### config.mk
export PLATFORM = sky130hd
export DESIGN_NAME = bus_fifo_lvl
export DESIGN_NICKNAME = d
export VERILOG_FILES = /design/src/rtl/bus_fifo_lvl.sv
export SDC_FILE = /design/constraint.sdc
export NUM_CORES = 1
export LEC_CHECK = 0
export CAP_MARGIN = 20
export CORE_AREA = 2 2 123 125
export CTS_CLUSTER_SIZE = 8
export DETAILED_ROUTE_END_ITERATION = 10
export DIE_AREA = 0 0 125 127
export GPL_TIMING_DRIVEN = 1
export HOLD_SLACK_MARGIN = 0.15
export MAX_ROUTING_LAYER = met4
export SLEW_MARGIN = 20
export SYNTH_ARGS = -nofsm -noshare
export SYNTH_HDL_FRONTEND = slang
export SYNTH_SLANG_ARGS = --single-unit
### constraint.sdc
create_clock -name CLK -period 7.5 [get_ports CLK]
set_input_delay 1.875 -clock CLK [delete_from_list [all_inputs] [get_ports CLK]]
set_output_delay 1.875 -clock CLK [all_outputs]
set_load 0.005 [all_outputs]
### src/rtl/bus_fifo_lvl.sv
// bus_fifo_lvl: first-word-fall-through FIFO with occupancy level, threshold flags and sticky error flags
module bus_fifo_lvl #(
  parameter int WIDTH         = 8,
  parameter int DEPTH         = 16,
  parameter int AFULL_THRESH  = DEPTH - 2,
  parameter int AEMPTY_THRESH = 2
) (
  input  logic                     CLK,
  input  logic                     RESET_N,
  input  logic                     FLUSH,
  input  logic                     DATA_STROBE,
  input  logic [WIDTH-1:0]         DATA_IN,
  input  logic                     DATA_ACK,
  output logic                     DATA_READY,
  output logic [WIDTH-1:0]         DATA_OUT,
  output logic                     FULL,
  output logic                     ALMOST_FULL,
  output logic                     ALMOST_EMPTY,
  output logic [$clog2(DEPTH):0]   LEVEL,
  output logic                     OVERFLOW,
  output logic                     UNDERFLOW,
  input  logic                     ERR_CLEAR
);
  localparam int AW = $clog2(DEPTH);
  localparam int LW = AW + 1;
  localparam logic [LW-1:0] FULL_LVL = LW'(DEPTH);
  localparam logic [LW-1:0] AF_LVL   = LW'(AFULL_THRESH);
  localparam logic [LW-1:0] AE_LVL   = LW'(AEMPTY_THRESH);

  logic [WIDTH-1:0] mem [DEPTH];
  logic [AW-1:0]    wr_ptr_q, wr_ptr_d, rd_ptr_q, rd_ptr_d;
  logic [LW-1:0]    level_q, level_d;
  logic             ovf_q, ovf_d, udf_q, udf_d;
  logic             wr_en, pop;

  // status flags depend only on the registered level
  assign LEVEL        = level_q;
  assign DATA_READY   = level_q != '0;
  assign FULL         = level_q == FULL_LVL;
  assign ALMOST_FULL  = level_q >= AF_LVL;
  assign ALMOST_EMPTY = level_q <= AE_LVL;
  assign OVERFLOW     = ovf_q;
  assign UNDERFLOW    = udf_q;
  assign DATA_OUT     = DATA_READY ? mem[rd_ptr_q] : '0;

  // accepted write/pop judged on pre-edge FULL/READY; flush overrides pointer and level motion
  always_comb begin
    wr_en    = DATA_STROBE && !FULL;
    pop      = DATA_ACK && DATA_READY;
    wr_ptr_d = FLUSH ? '0 : wr_en ? wr_ptr_q + 1'b1 : wr_ptr_q;
    rd_ptr_d = FLUSH ? '0 : pop ? rd_ptr_q + 1'b1 : rd_ptr_q;
    level_d  = FLUSH ? '0 : (wr_en && !pop) ? level_q + 1'b1 : (pop && !wr_en) ? level_q - 1'b1 : level_q;
    ovf_d    = (DATA_STROBE && FULL) || (ovf_q && !ERR_CLEAR);
    udf_d    = (DATA_ACK && !DATA_READY) || (udf_q && !ERR_CLEAR);
  end

  // state registers; reset beats flush and everything else
  always_ff @(posedge CLK) begin
    if (!RESET_N) begin
      wr_ptr_q <= '0;
      rd_ptr_q <= '0;
      level_q  <= '0;
      ovf_q    <= 1'b0;
      udf_q    <= 1'b0;
    end else begin
      wr_ptr_q <= wr_ptr_d;
      rd_ptr_q <= rd_ptr_d;
      level_q  <= level_d;
      ovf_q    <= ovf_d;
      udf_q    <= udf_d;
    end
  end

  // storage array is deliberately left unreset
  always_ff @(posedge CLK) begin
    if (RESET_N && wr_en && !FLUSH) mem[wr_ptr_q] <= DATA_IN;
  end
endmodule

Fig. 1: run 1, wiring by layer
(3 px per micron) Two of the layers only.
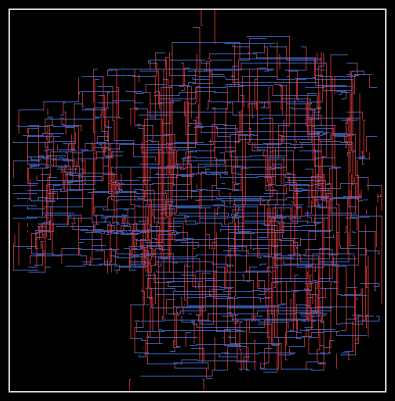
Blue shows metal 1, wire length 5550 microns. Red shows metal 2, wire length 5840 microns.

Fig. 2: run 1, sequential cells grouped by signal name
(4 px per micron) Other sequential cells in the stronger grey, the rest of the logic in the fainter grey.
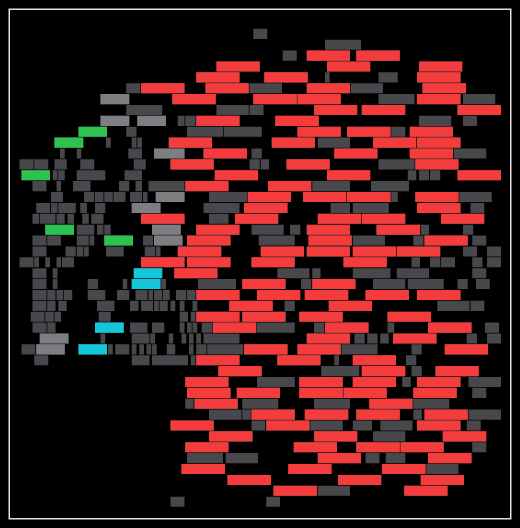
Green shows `LEVEL`, placed flops 5. Cyan shows `wr_ptr_q`, placed flops 4, where left middle. Red shows `mem`, placed flops 128.

==> summary.txt, run 1 <==
Quick summary of the implementation run below.

The flow ran to the end, and the final reports show no timing, DRC or antenna violations. The synthesis run identifies the leading combinational cell family as multiplexers. For reference, the most critical setup path is categorized as flop to output port. Endpoints with negative setup slack in the final report add up to 0. The report lists the cells along the critical path as mux4_2 > nor2b_1 > a211oi_1 > a211oi_1 > clkdlybuf4s50_1. The area growth from synthesis to layout came out at 17.79%. The synthesis stats list as the most numerous cell edfxtp_1.

The count of input and output buffers came out at 32. The chip width is 125 microns. The cell leakage power is 2.265 nW.

The remaining max-slew budget at the tightest pin is around a third. The setup TNS is 0 ps. The clock latency on the worst-skew pair came out at ~420 ps. The first-pass iteration count of the detailed router is 4. The overall chip area is 15880 sq um. The cell area after synthesis came out at roughly 6000 sq um. After legalization and detailed placement, the total HPWL measured 7523 microns. The classification of the worst-slack hold path is flop to flop.

The number of cells after detailed placement came out at 536. The total CTS buffers is 17. The final period utilization came out at 65.78%. The total of warnings raised by yosys came out at 0. The post-detailed-route via-to-cell ratio is about 5.5. The synthesized design contains 128 enable-type register cells.

After clock tree synthesis, the repair step resized 0 gates. STA classifies the critical path startpoint as a flop. The post-route cell area came out at a little over 7000 sq um. Per the post-synthesis stats, the area per cell is 18.21 sq um.

The CTS H-tree depth is 4. The diode insertion count for antenna repair came out at 0. The clock-pin slew reported for the worst setup and hold paths after clock tree synthesis came out at 60 ps. The post-synthesis cell count is roughly 330. The worst setup path is captured at an output port.

The TritonCTS clock tree is built. The fraction of the core area covered by cells at the end of the flow is 48.92%. The simple-gate portion of the synthesized area is 5.639%.

The aggregate routed wire length came out at roughly 12000 microns. The number of failing hold endpoints at the final stage came out at 0. Once iteration 0 of detailed routing completed, the report listed 289 DRC markers. The data required time of the worst path came out at 5620 ps.

The share of the synthesized area in the top cell type is around 64%. For this run, the slowest stage of the critical path takes around 970 ps. Per the synth stats, the flop cell with the highest instance count is edfxtp_1. The I/O pin count is 33. The number of buffer and inverter instances along the worst setup path came out at 1. The number of vias in the routed layout came out at 3109. The number of design rule violations left after detail routing is 0. The final report lists a non-filler cell total of 568. The synthesized netlist devotes 2.214% of its cell area to adder and majority cells. The first-pass GRT wire length came out at 18860 microns. Of the post-synthesis cell area, the part taken by muxes is 14.43%. The die boundary height is 127 microns.

The fraction of the mapped netlist area in compound gates came out at 4.073%. The achievable frequency came out at 202.7 MHz. The share of async-settable or async-resettable flops after synthesis is 0%.

For this run, the total global-route usage over all layers was measured as about 17%. The register bit count reported by yosys came out at approximately 150. For the final database, setup skew stands at 10.72 ps. The buffers inserted during post-CTS setup optimization came out at 0.

The root buffer cell chosen for the clock tree is clkbuf_16. Setup repair after global routing left no endpoint under its margin. The critical path in the final layout is reported with a setup slack of 2566 ps.

In the Yosys stats the netlist draws on 39 distinct library cells. The setup slack of the most critical reg-to-reg path is 4740 ps. The final timing report derives a shortest allowable period of around 4900 ps. The fraction of layout cells with a size suffix above 1 is 18.75%. The most area-hungry cell type in the Yosys netlist is edfxtp_1. The parity-gate share of the synthesized area counting xor and xnor cells is 0.8772%. When the netlist entered floorplanning its net count stood at between 300 and 400. The power density over the cells came out at 282.6 nW/um^2. The maximum fanout count along the critical path came out at 32. Per the STA report, the cell with the highest stage delay on the worst path is dfxtp_2. The final timing report lists a max-slew violation count of 0. The number of routed nets with antenna violations came out at 0. The post-placement cell area came out at between 6000 and 7000 sq um. The floorplan core density came out at 41.53%. The via count of the first global-routing pass came to 3210.

On the critical path the data arrives at 3060 ps.
Fig. 3: run 1, placement by cell class
(2 px per micron)
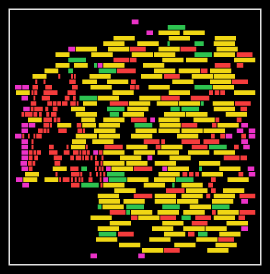
Red shows combinational and other logic, cells 166. Green shows clock drivers and dummy loads, cells 32. Magenta shows other buffers and delay cells, cells 39. Yellow shows flops, cells 147.

Fig. 4: run 1, cell placement
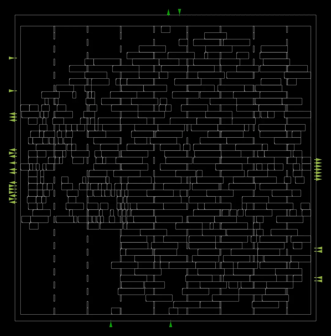
Tapcells: 184
flop share of the area: 59.88%

-- run 1: state kept, by name, indices dropped and copies added (netlist names), named ones only --
name / flops
mem: 128
LEVEL: 5
rd_ptr_q: 4
wr_ptr_q: 4
OVERFLOW: 1
UNDERFLOW: 1
-- run 1: power breakdown --
group | internal (mW) | leakage, nW | switching (mW)
logic | 0.141 | 0.674 | 0.137
registers | 0.902 | 1.31 | 0.0153
clock network | 0.486 | 0.285 | 0.313
total | 1.53 | 2.26 | 0.465
-- run 1: area by class of cell --
type	instances	area, sq um
timing repair buffer	39	372.9
clock inverter	7	43.79
fill	1219	7367
multi-input combinational	161	1639
tap	184	230.2
clock buffer	25	526.8
sequential	147	4225
inverter	5	18.77
-- run 1: placed cells by master, fill, tap and decap left out, types with 3 or more instances in the layout --
cell type / instances
edfxtp_1: 128
nor2b_1: 13
a21oi_1: 6
nor2_1: 28
ha_1: 9
nand2_1: 7
xor2_1: 4
mux2i_1: 11
clkdlybuf4s50_1: 32
nand3_1: 7
mux4_1: 9
inv_1: 5
nor2_2: 4
clkinv_2: 3
buf_4: 7
clkbuf_8: 5
mux4_2: 23
a211oi_1: 17
clkbuf_16: 18
dfxtp_1: 18
-- run 1: worst paths after layout --
kind / startpoint / end / cells past startpoint
setup / recovery: flop / DATA_OUT[3] / 5
hold / removal: rd_ptr_q[3]$_SDFFE_PP0P_ / rd_ptr_q[3]$_SDFFE_PP0P_ / 2
setup reg to reg: LEVEL[1]$_SDFFE_PP0P_ / LEVEL[4]$_SDFFE_PP0P_ / 9
hold reg to reg: rd_ptr_q[3]$_SDFFE_PP0P_ / rd_ptr_q[3]$_SDFFE_PP0P_ / 2
-- run 1: worst reg2reg max path, stage by stage, from the launching register on --
cell      delay (ps)
dfxtp_1          390
or4_4            590
o21a_1           310
ha_1             270
inv_1            160
ha_1             290
a21oi_1          190
a211o_1          170
a211oi_1          60
a31o_2           240
-- run 1: metal layers --
layer | up-vias | global-route usage (%) | share of wire [%]
li1 | 1402 | - | -
met1 | 1589 | 22.40 | 45
met2 | 98 | 25.13 | 48
met3 | 20 | 4.229 | 5.2
met4 | 0 | 6.993 | 1.8
met5 | - | - | 0
-- run 1: logic make-up after synthesis --
family | after synthesis
xor gates and xnor gates | 6
AOI/OAI and AO/OA | 33
and+or+nand+nor | 69
buffers and inverters | 21
muxes | 43
adders and majority gates | 10
DFF | 147
==> run 2, diff against run 1 <==
==> constraint.sdc (replaced) <==
create_clock -name CLK -period 5.08 [get_ports CLK]
set_input_delay 1.27 -clock CLK [delete_from_list [all_inputs] [get_ports CLK]]
set_output_delay 1.27 -clock CLK [all_outputs]
set_load 0.005 [all_outputs]
Fig. 5: run 2, wiring by layer
(3 px per micron) Two of the layers only.
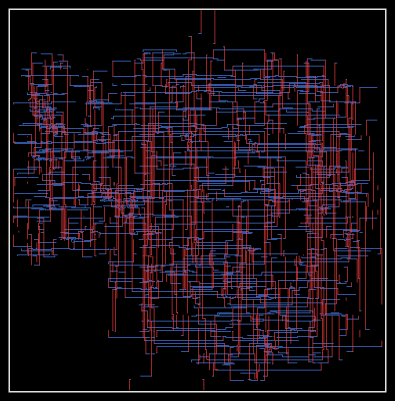
Blue shows metal 1, wire length 5580 microns. Red shows metal 2, wire length 5910 microns.

Fig. 6: run 2, sequential cells grouped by signal name
(4 px per micron) Other sequential cells in the stronger grey, the rest of the logic in the fainter grey.
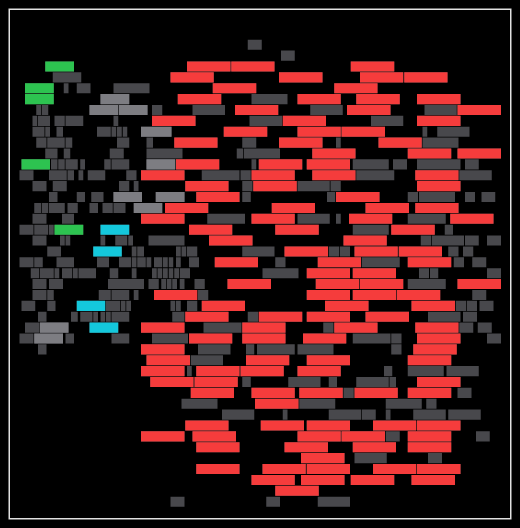
Green shows `LEVEL`, placed flops 5, where top left. Red shows `mem`, placed flops 128. Cyan shows `wr_ptr_q`, placed flops 4, where left middle.

==> summary.txt, run 2 <==
Quick summary of the implementation run below.

The flow ran to the end, and the final reports show no timing, DRC or antenna violations. Compared with the post-synthesis result, the final layout area differs by 17.54%. In the layout the commonest cells are edfxtp_1 (128), clkdlybuf4s50_1 (32), nor2_1 (31). The total CTS buffers came out at 17. The via count of the first global-routing pass is 3201.

The CTS H-tree depth came out at 4. The kind of capture point of the worst setup path is an output port. The time the final worst path needs with I/O delays and setup came out at 4260 ps. The first global-routing pass estimated 18970 microns of wire. The part of the power in combinational logic came out at between 10% and 20%.

The post-synthesis cell count is 329. After clock tree synthesis, the setup repair step added 0 buffers. The largest incremental delay on the critical path is 770 ps.

The chip width is roughly 130 microns. The count of input and output buffers came out at 32. The total of warnings raised by yosys came out at 0. The post-synth tally of flip-flops with integrated enable is 128. The half-perimeter wire length after placement came out at 7664 microns. At floorplan, the net count of the design was reported as ~350. The internal power of the cells is between 2 and 2.5 mW. Setup repair after global routing left no endpoint under its margin. Wires add up to 12250 microns. The critical path is of the flop to output port type. The routed design uses between 500 and 600 microns of met3 wire.

The slack of the critical path is 820.3 ps. The total track usage came out at 17.13%. The post-route clock skew came out at ~10 ps. The routed layout reports a DRC error count of 0. The iteration count recorded for the first detailed-route pass is 5. The area of the multi-input gates came out at 1632 sq um.

The clock group share of total power came out at around 39%. The register bit count reported by yosys is about 150. The detail route stage leaves a number of antenna-violating nets equal to 0. The length of routed wiring on met1 is 5584 microns.

The storage element area is 4225 sq um.
Fig. 7: run 2, placement by cell class
(2 px per micron)
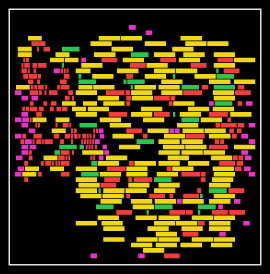
Green shows clock drivers and dummy loads, cells 32. Magenta shows other buffers and delay cells, cells 44. Red shows combinational and other logic, cells 166. Yellow shows flops, cells 147.

-- run 2: cell counts after synthesis --
No cell type changed its count.
-- run 2: critical path: cells and delay by family (launching register included) --
kind,cells,cell delay (ps)
AND-OR/OR-AND,2,330
AND/OR/NAND/NOR,1,140
buffers and inverters,2,770
flip-flops,1,770
multiplexers,1,550
-- run 2: metal layers --
layer	vias to the layer above	track usage, %
li1	1410	-
met1	1611	22.71
met2	82	25.48
met3	14	4.858
met4	0	6.340
met5	-	-
-- run 2: path summary, 6_finish.rpt --
check / startpoint / to / slack [ps] / cells after the start
max reg2reg: LEVEL[1]$_SDFFE_PP0P_ / LEVEL[4]$_SDFFE_PP0P_ / 2270 / 9
max: flop / DATA_OUT[1] / 820 / 6
min: rd_ptr_q[3]$_SDFFE_PP0P_ / rd_ptr_q[3]$_SDFFE_PP0P_ / 510 / 2
min reg2reg: rd_ptr_q[3]$_SDFFE_PP0P_ / rd_ptr_q[3]$_SDFFE_PP0P_ / 510 / 2
-- run 2: per-stage QoR --
stage                     instance area [sq um]  cells  total power, mW
final                                      7042    573            2.881
after global routing                       7042    573            3.003
after CTS                                  7042    573            2.908
after detailed placement                   6516    541            1.796
after global placement                     6516    541            1.790
after floorplan                            5991    329            1.612
-- run 2: cells by family (layout without fill, tap and decap cells) --
logic type / count (synthesis) / after routing / share of synthesized area (%)
adders and majority gates: 10 / 10 / 2.214
DFF: 147 / 147 / 70.51
buffers and inverters: 21 / 81 / 2.255
xor gates and xnor gates: 6 / 6 / 0.8772
muxes: 43 / 43 / 14.43
and+or+nand+nor: 69 / 69 / 5.639
AOI/OAI and AO/OA: 33 / 33 / 4.073
-- run 2: area by class of cell --
type	instances	area share [%]
clock inverters	13	1.315
flip-flops and latches	147	60.00
repair buffers	44	5.828
clock buffers	19	6.148
well taps	184	3.269
multi-input cells	161	23.17
inverters	5	0.2665
-- run 2: power groups by stage --
stage	registers, mW	clock network [mW]	logic (mW)
2_1_floorplan	1.37	0	0.238
3_3_place_gp	1.38	0	0.412
3_5_place_dp	1.38	0	0.417
4_1_cts	1.35	1.13	0.419
5_1_grt	1.36	1.19	0.456
6_report	1.35	1.11	0.412
Power and IR drop assume default switching activity.
